Figure 1. Supply network (run 1).
Pins as bars on the die edge. Tap cells in grey.
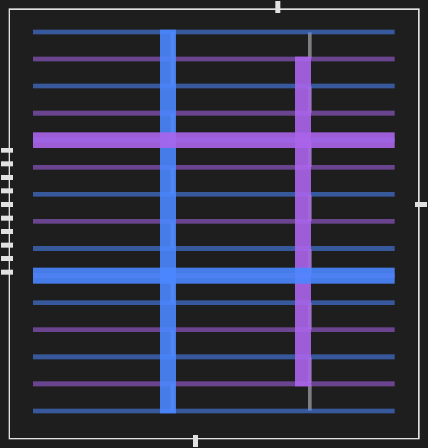
Figure 2. Logic cells by family (run 1).
The bar under the picture is 10 um long.
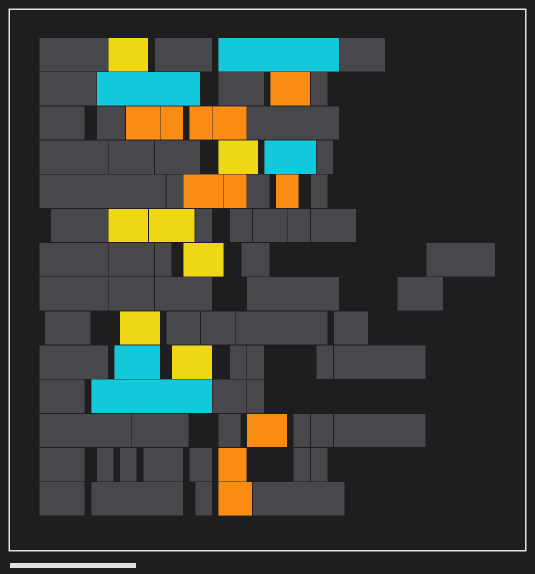
Figure 3. Cells coloured by class (run 1).
The bar under the picture is 10 um long.
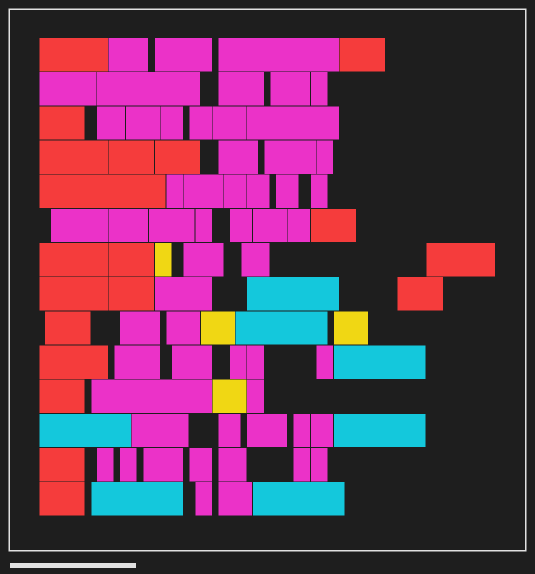
**src/rtl/bus_arbiter_rr_if.sv**
```systemverilog
// Request/grant bundle between the bus masters and the arbiter.
// N_MASTERS must match the arbiter instance it is connected to.
interface bus_arbiter_rr_if #(
    parameter int N_MASTERS = 4
);
    localparam int ID_W = (N_MASTERS > 1) ? $clog2(N_MASTERS) : 1;

    logic [N_MASTERS-1:0] req;
    logic [N_MASTERS-1:0] grant;
    logic [ID_W-1:0]      grant_id;
    logic                 grant_change;

    modport master (
        output req,
        input  grant,
        input  grant_id,
        input  grant_change
    );

    modport slave (
        input  req,
        output grant,
        output grant_id,
        output grant_change
    );
endinterface

```
**src/rtl/bus_arbiter_rr.sv**
```systemverilog
// Parked N-master bus arbiter, fixed-priority or round-robin, with an optional
// hold limit that forces handover while other masters are waiting.
module bus_arbiter_rr #(
    parameter int N_MASTERS = 4,
    parameter int MODE      = 1,
    parameter int MAX_HOLD  = 16
) (
    input  logic              clk,
    input  logic              reset,
    bus_arbiter_rr_if.slave   bus
);
    localparam int ID_W      = (N_MASTERS > 1) ? $clog2(N_MASTERS) : 1;
    localparam int CNT_W     = (MAX_HOLD > 1) ? $clog2(MAX_HOLD) : 1;
    localparam int HOLD_LAST = (MAX_HOLD > 0) ? MAX_HOLD - 1 : 0;
    localparam logic [N_MASTERS-1:0] ONE = {{(N_MASTERS-1){1'b0}}, 1'b1};

    logic [ID_W-1:0]      owner_q, owner_d;
    logic [CNT_W-1:0]     hold_q, hold_d;
    logic                 chg_q, chg_d;
    logic [N_MASTERS-1:0] grant_vec;
    logic [N_MASTERS-1:0] others;
    logic                 own_req;
    logic                 expire;

    // Any MODE other than 0 falls through to the round-robin scan.
    function automatic logic [ID_W-1:0] pick_winner(
        input logic [N_MASTERS-1:0] cand,
        input logic [ID_W-1:0]      cur
    );
        logic [ID_W-1:0] win;
        logic            found;
        int              idx;
        win   = cur;
        found = 1'b0;
        idx   = 0;
        if (MODE == 0) begin
            for (int i = 0; i < N_MASTERS; i++) begin
                if (!found && cand[ID_W'(i)]) begin
                    win   = ID_W'(i);
                    found = 1'b1;
                end
            end
        end else begin
            for (int k = 1; k < N_MASTERS; k++) begin
                idx = int'(cur) + k;
                if (idx >= N_MASTERS) begin
                    idx = idx - N_MASTERS;
                end
                if (!found && cand[ID_W'(idx)]) begin
                    win   = ID_W'(idx);
                    found = 1'b1;
                end
            end
        end
        return win;
    endfunction

    assign grant_vec = ONE << owner_q;
    assign others    = bus.req & ~grant_vec;
    assign own_req   = bus.req[owner_q];
    assign expire    = (MAX_HOLD != 0) && (hold_q == CNT_W'(HOLD_LAST)) && (|others);

    always_comb begin
        owner_d = owner_q;
        hold_d  = '0;
        chg_d   = 1'b0;
        if (own_req && !expire) begin
            // Saturate so a lone owner keeps the bus indefinitely.
            if (hold_q != CNT_W'(HOLD_LAST)) begin
                hold_d = hold_q + CNT_W'(1);
            end else begin
                hold_d = hold_q;
            end
        end else if (|others) begin
            owner_d = pick_winner(others, owner_q);
            chg_d   = 1'b1;
        end
    end

    always_ff @(posedge clk) begin
        if (reset) begin
            owner_q <= '0;
            hold_q  <= '0;
            chg_q   <= 1'b0;
        end else begin
            owner_q <= owner_d;
            hold_q  <= hold_d;
            chg_q   <= chg_d;
        end
    end

    assign bus.grant        = grant_vec;
    assign bus.grant_id     = owner_q;
    assign bus.grant_change = chg_q;
endmodule
```
**src/flat_wrapper.sv**
```systemverilog
// flat-port wrapper written by rule: the top's interface ports become plain ports
module bus_arbiter_rr_flat 
#(
    parameter int N_MASTERS = 4,
    parameter int MODE      = 1,
    parameter int MAX_HOLD  = 16
)
  (clk, reset, bus_req, bus_grant, bus_grant_id, bus_grant_change);
  bus_arbiter_rr_if #(.N_MASTERS(N_MASTERS)) bus_i ();
  input  logic clk;
  input  logic reset;
  input wire logic [$bits(bus_i.req)-1:0] bus_req;
  output wire logic [$bits(bus_i.grant)-1:0] bus_grant;
  output wire logic [$bits(bus_i.grant_id)-1:0] bus_grant_id;
  output wire logic [$bits(bus_i.grant_change)-1:0] bus_grant_change;
  assign bus_i.req = bus_req;
  assign bus_grant = bus_i.grant;
  assign bus_grant_id = bus_i.grant_id;
  assign bus_grant_change = bus_i.grant_change;
  bus_arbiter_rr #(.N_MASTERS(N_MASTERS), .MODE(MODE), .MAX_HOLD(MAX_HOLD)) u_core (.clk(clk), .reset(reset), .bus(bus_i));
endmodule
```
**config.mk**
```make
export PLATFORM = sky130hd
export DESIGN_NAME = bus_arbiter_rr_flat
export DESIGN_NICKNAME = d
export VERILOG_FILES = /design/src/rtl/bus_arbiter_rr_if.sv /design/src/rtl/bus_arbiter_rr.sv /design/src/flat_wrapper.sv
export SDC_FILE = /design/constraint.sdc
export NUM_CORES = 1
export LEC_CHECK = 0
export CAP_MARGIN = 40
export CORE_AREA = 2 2 39 41
export CTS_CLUSTER_DIAMETER = 40
export DETAILED_ROUTE_END_ITERATION = 10
export DIE_AREA = 0 0 41 43
export PLACE_DENSITY = 0.7
export SYNTH_ARGS = -nofsm -noshare
export SYNTH_HDL_FRONTEND = slang
export SYNTH_SLANG_ARGS = --single-unit
```
**constraint.sdc**
```tcl
create_clock -name clk -period 5.5 [get_ports clk]
set_input_delay 1.1 -clock clk [delete_from_list [all_inputs] [get_ports clk]]
set_output_delay 1.1 -clock clk [all_outputs]
set_load 0.1 [all_outputs]
```
==> impl_metrics.py, run 1 <==
# Physical implementation metrics
metrics = {
    "run_status": {
        "status": "finished, final reports clean",
    },
    "clock_tree": {
        "post-cts-setup-buffer-count": 0,
        "clockRootBuffer": "clkbuf_4",
        "h-tree-depth": 1,
        "cts_tree": "built",
    },
    "worst_setup_path": {
        "cp.depth": 4,
        "crit_path_end": "bus_grant[2]",
    },
    "layout": {
        "logic_area_um2": 442,
        "drive_above_1_share_pct": 24.4,
        "largest_reg_flops": 4,
    },
    "pwr": {
        "switchingPower_uw": 264,
        "seqPwrFrac_pct": 15.8,
        "total_power_uw": 515,
    },
    "synth": {
        "ys_sh_xor_pct": 1.46,
        "most_common_cell": "nor2_1",
        "ys_sh_simple_pct": 30.2,
    },
    "global_route": {
        "grt-ovfl-total": 0,
        "antenna_found_initial": 0,
    },
    "sta": {
        "fin_tns_setup_ps": 0,
        "setup_viol": 0,
        "rsz0062_at_grt": "false",
        "postLayoutSetupSlackWorst_ps": 2440,
    },
    "place": {
        "placed_cell_area_um2": 847,
        "post-place-ws_ps": 2460,
    },
    "route": {
        "drt_pass1_iterations": 4,
    },
    "floorplan": {
        "tapcell.inserted": 16,
    },
}
About Figure 1:
| net | colour |
|---|---|
| VDD | purple |
| VSS | blue |
met4 straps: 2
rows: 14
signal pins: 13
die width: 41 um
VDD IR max: 0.403 mV

About Figure 2:
| family | colour | cells |
|---|---|---|
| mux cells | cyan | 5 |
| aoi and oai cells | orange | 11 |
| and/or cells | yellow | 7 |
logic share of the area: 50.6%
most instantiated logic cell after routing: clkdlybuf4s50_1
fin cells: 102

About Figure 3:
| class | colour | cells | share of their area |
|---|---|---|---|
| combinational and other logic | magenta | 56 | 53% |
| clock drivers and dummy loads | yellow | 4 | 3.1% |
| sequential cells | cyan | 7 | 16% |
| remaining buffers and delay cells | red | 19 | 28% |

run 1: cells in the final DEF, fill, tap and decap left out, types with 4 or more instances in the layout:
master / count
clkdlybuf4s50_1: 12
nand3_1: 4
ha_1: 5
buf_8: 6
dfxtp_1: 7
nor2_1: 8
nand2_1: 5
run 1: metal layers:
layer  vias to the layer above  routed length (um)  track usage (%)
li1                        283                   -                -
met1                       252                 613             23.9
met2                        23                 661             30.3
met3                         2                  57             2.09
met4                         0                  10             6.00
met5                         -                   0                0
run 1: power groups by stage:
stage          registers (mW)  clock network, mW  logic, mW
2_1_floorplan           0.131                  0      0.216
3_3_place_gp           0.0819                  0      0.317
3_5_place_dp           0.0824                  0      0.386
4_1_cts                0.0814             0.0483      0.388
5_1_grt                0.0842             0.0502      0.405
6_report               0.0814             0.0473      0.386
==> run 1 -> run 2 <==
==> constraint.sdc (replaced) <==
create_clock -name clk -period 3.2 [get_ports clk]
set_input_delay 0.64 -clock clk [delete_from_list [all_inputs] [get_ports clk]]
set_output_delay 0.64 -clock clk [all_outputs]
set_load 0.1 [all_outputs]
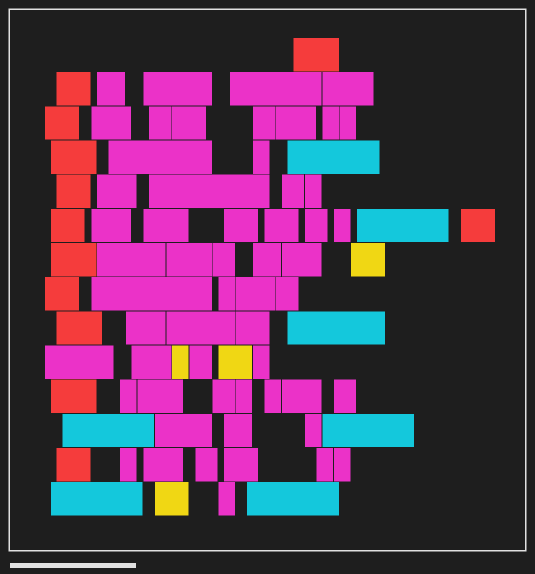
Figure 4: run 2, cells coloured by class.
The bar under the picture is 10 um long.
row count: 14
final core utilization: 54.2%
flop share of the area: 18.9%
core area: 1380 um^2

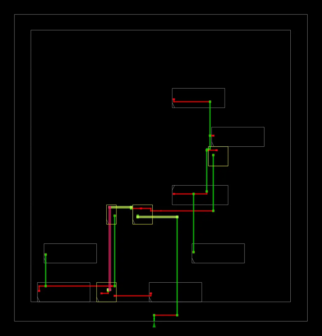
Figure 5: run 2, clock nets.
CTS buffer count: 3
clk sinks: 7
Setup Skew: 1.85 ps
final sequential cell count: 7

==> run 2 against run 1 <==
  * First-iteration DRC count is 50% lower
  * Clock skew is 7.5 ps lower
  * Clock power is 74% higher
  * Routed wire length is 6.0% lower
  * Die area stayed put
  * Critical path depth is 3 higher
  * Final cell count is 6.9% lower
  * Count of clock-buffer cells in the layout stayed put
  * Global-route usage hardly changed
  * Via count is 2.1% lower
  * Largest cell class unchanged
==> impl_metrics.py, run 2 <==
# Physical implementation metrics
metrics = {
    "synth": {
        "most_common_cell": "nor2_1",
        "ys_sh_simple_pct": 30.2,
        "ys_sh_xor_pct": 1.46,
    },
    "run_status": {
        "status": "finished, final reports clean",
    },
    "pwr": {
        "comb_power_uw": 543,
        "p_clk_uw": 82.3,
        "power-top-group": "combinational logic",
        "seq_power_uw": 142,
        "peakVddDrop_mv": 0.696,
        "switchingPower_uw": 433,
    },
    "route": {
        "drt_pass1_iterations": 4,
    },
    "clock_tree": {
        "h-tree-depth": 1,
    },
    "layout": {
        "final_cell_mix": "nor2_1 (8), buf_4 (7), dfxtp_1 (6)",
        "final_common_cell": "nor2_1",
        "drive_above_1_share_pct": 32.9,
        "largest_reg_flops": 4,
    },
    "floorplan": {
        "die_x_um": 41,
    },
    "worst_setup_path": {
        "crit_path_end": "u_core.bus.grant_id[0]$_SDFFE_PP0P_",
    },
    "sta": {
        "rsz0062_at_grt": "false",
    },
    "global_route": {
        "grt-ovfl-total": 0,
        "antenna_found_initial": 0,
    },
    "place": {
        "placed_cell_area_um2": 723,
    },
}
## run 2: layer usage
layer	routed length, um	GRT usage [%]	vias to the layer above
li1	-	-	271
met1	565	23.0	256
met2	626	26.6	19
met3	59	5.76	2
met4	11	11.3	0
met5	0	0	-
## run 2: stage by stage
stage	total power, mW	setup slack (ps)	instances
after global routing	0.818	705	95
after detailed placement	0.685	671	91
after floorplan	0.609	29.0	64
after global placement	0.680	699	91
after CTS	0.773	819	95
final	0.768	811	95
## run 2: layout make-up
type	instances	area, um^2
Timing Repair Buffer	12	103
Clock buffer	4	26.3
Multi-Input combinational cell	54	452
Tap cell	16	20.0
Sequential cell	7	141
Fill cell	136	634
Inverter	2	7.51
==> run 2 -> run 3 <==
--- a/config.mk
+++ b/config.mk
@@ -6,10 +6,10 @@
 export NUM_CORES = 1
 export LEC_CHECK = 0
 export CAP_MARGIN = 40
-export CORE_AREA = 2 2 39 41
+export CORE_MARGIN = 1
+export CORE_UTILIZATION = 43
 export CTS_CLUSTER_DIAMETER = 40
 export DETAILED_ROUTE_END_ITERATION = 10
-export DIE_AREA = 0 0 41 43
 export PLACE_DENSITY = 0.7
 export SYNTH_ARGS = -nofsm -noshare
 export SYNTH_HDL_FRONTEND = slang
==> constraint.sdc (replaced) <==
create_clock -name clk -period 2.1 [get_ports clk]
set_input_delay 0.42 -clock clk [delete_from_list [all_inputs] [get_ports clk]]
set_output_delay 0.42 -clock clk [all_outputs]
set_load 0.1 [all_outputs]
==> run 3 against run 2 <==
  * The run now ends with DRC left
  * Sequential cell count did not move
  * Largest power group unchanged
  * Utilization is 19 points higher
  * Synthesized cell count unchanged
  * Clock skew grew 1.2 ps
==> impl_metrics.py, run 3 <==
# Physical implementation metrics
metrics = {
    "route": {
        "wl_met3_um": 114,
        "drt_pass1_iterations": 7,
        "met1_length_um": 635,
        "drcViolationCount": 1,
    },
    "pwr": {
        "peakVddDrop_mv": 1.21,
    },
    "layout": {
        "fillerInstances": 101,
        "buf_share_pct": 25.6,
        "seqCellArea_um2": 148,
        "nonClockInverterCount": 2,
        "logic_area_um2": 495,
        "flops": 7,
        "dominant-cell-class": "combinational gates",
        "final-clk-cell-share_pct": 2.77,
        "sh_seq_area_pct": 15.6,
        "drive_above_1_share_pct": 45.1,
    },
    "sta": {
        "postLayoutSetupSlackWorst_ps": 30.0,
        "rsz0062_at_grt": "true",
    },
    "run_status": {
        "status": "finished with violations",
        "failed_checks": "DRC",
    },
    "place": {
        "place_inst": 99,
    },
    "clock_tree": {
        "clockRootBuffer": "clkbuf_4",
        "h-tree-depth": 1,
        "cts_buffers": 3,
        "cts_tree": "built",
        "post-cts-setup-buffer-count": 0,
    },
    "synth": {
        "most_common_cell": "nor2_1",
        "ys_sh_simple_pct": 30.2,
    },
    "floorplan": {
        "rows": 13,
        "design.core.area_um2": 1300,
    },
    "global_route": {
        "grtUsageMet3_pct": 5.68,
    },
    "worst_setup_path": {
        "cp.depth": 7,
    },
}
[run 3: cell counts after synthesis]
Identical to the previous run, type by type.
[run 3: per-stage QoR]
| step | total power, mW | instance area [um^2] | setup TNS (ps) |
|---|---|---|---|
| 2_1_floorplan | 1.01 | 662 | -566 |
| 3_3_place_gp | 1.27 | 890 | -263 |
| 3_5_place_dp | 1.28 | 890 | -293 |
| 4_1_cts | 1.41 | 918 | 0 |
| 5_1_grt | 1.53 | 947 | -4.12 |
| 6_report | 1.46 | 947 | 0 |
[run 3: power by group]
group / switching [mW] / total, mW / internal (mW)
Clock: 0.0531 / 0.126 / 0.0727
Sequential: 0.0614 / 0.234 / 0.172
Combinational: 0.632 / 1.10 / 0.471
Total: 0.746 / 1.46 / 0.716
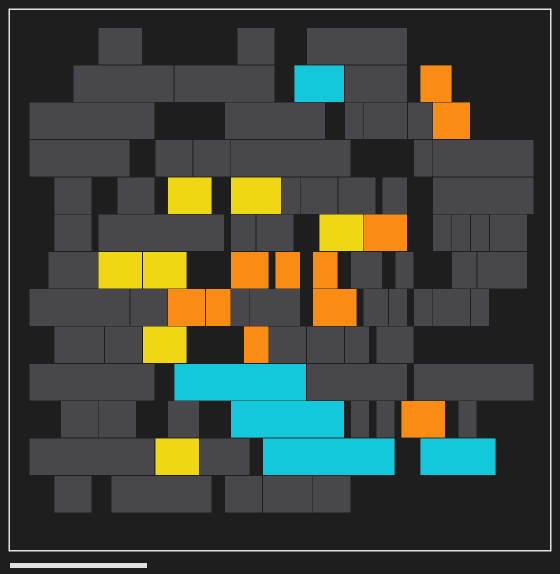
Figure 6: run 3, logic cells by family.
The bar under the picture is 10 um long.
most instantiated logic cell after routing: buf_4
logic share of the area: 52.3%

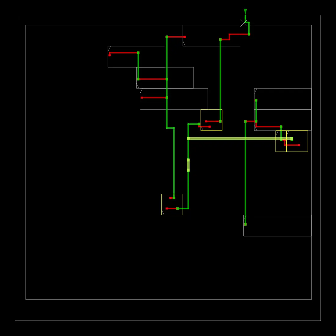
Figure 7: run 3, clock nets.
Setup Skew: 3.06 ps
clk_buf instances: 4
Clk. pwr: 126 uW

Power is estimated from default activity; no workload was simulated.
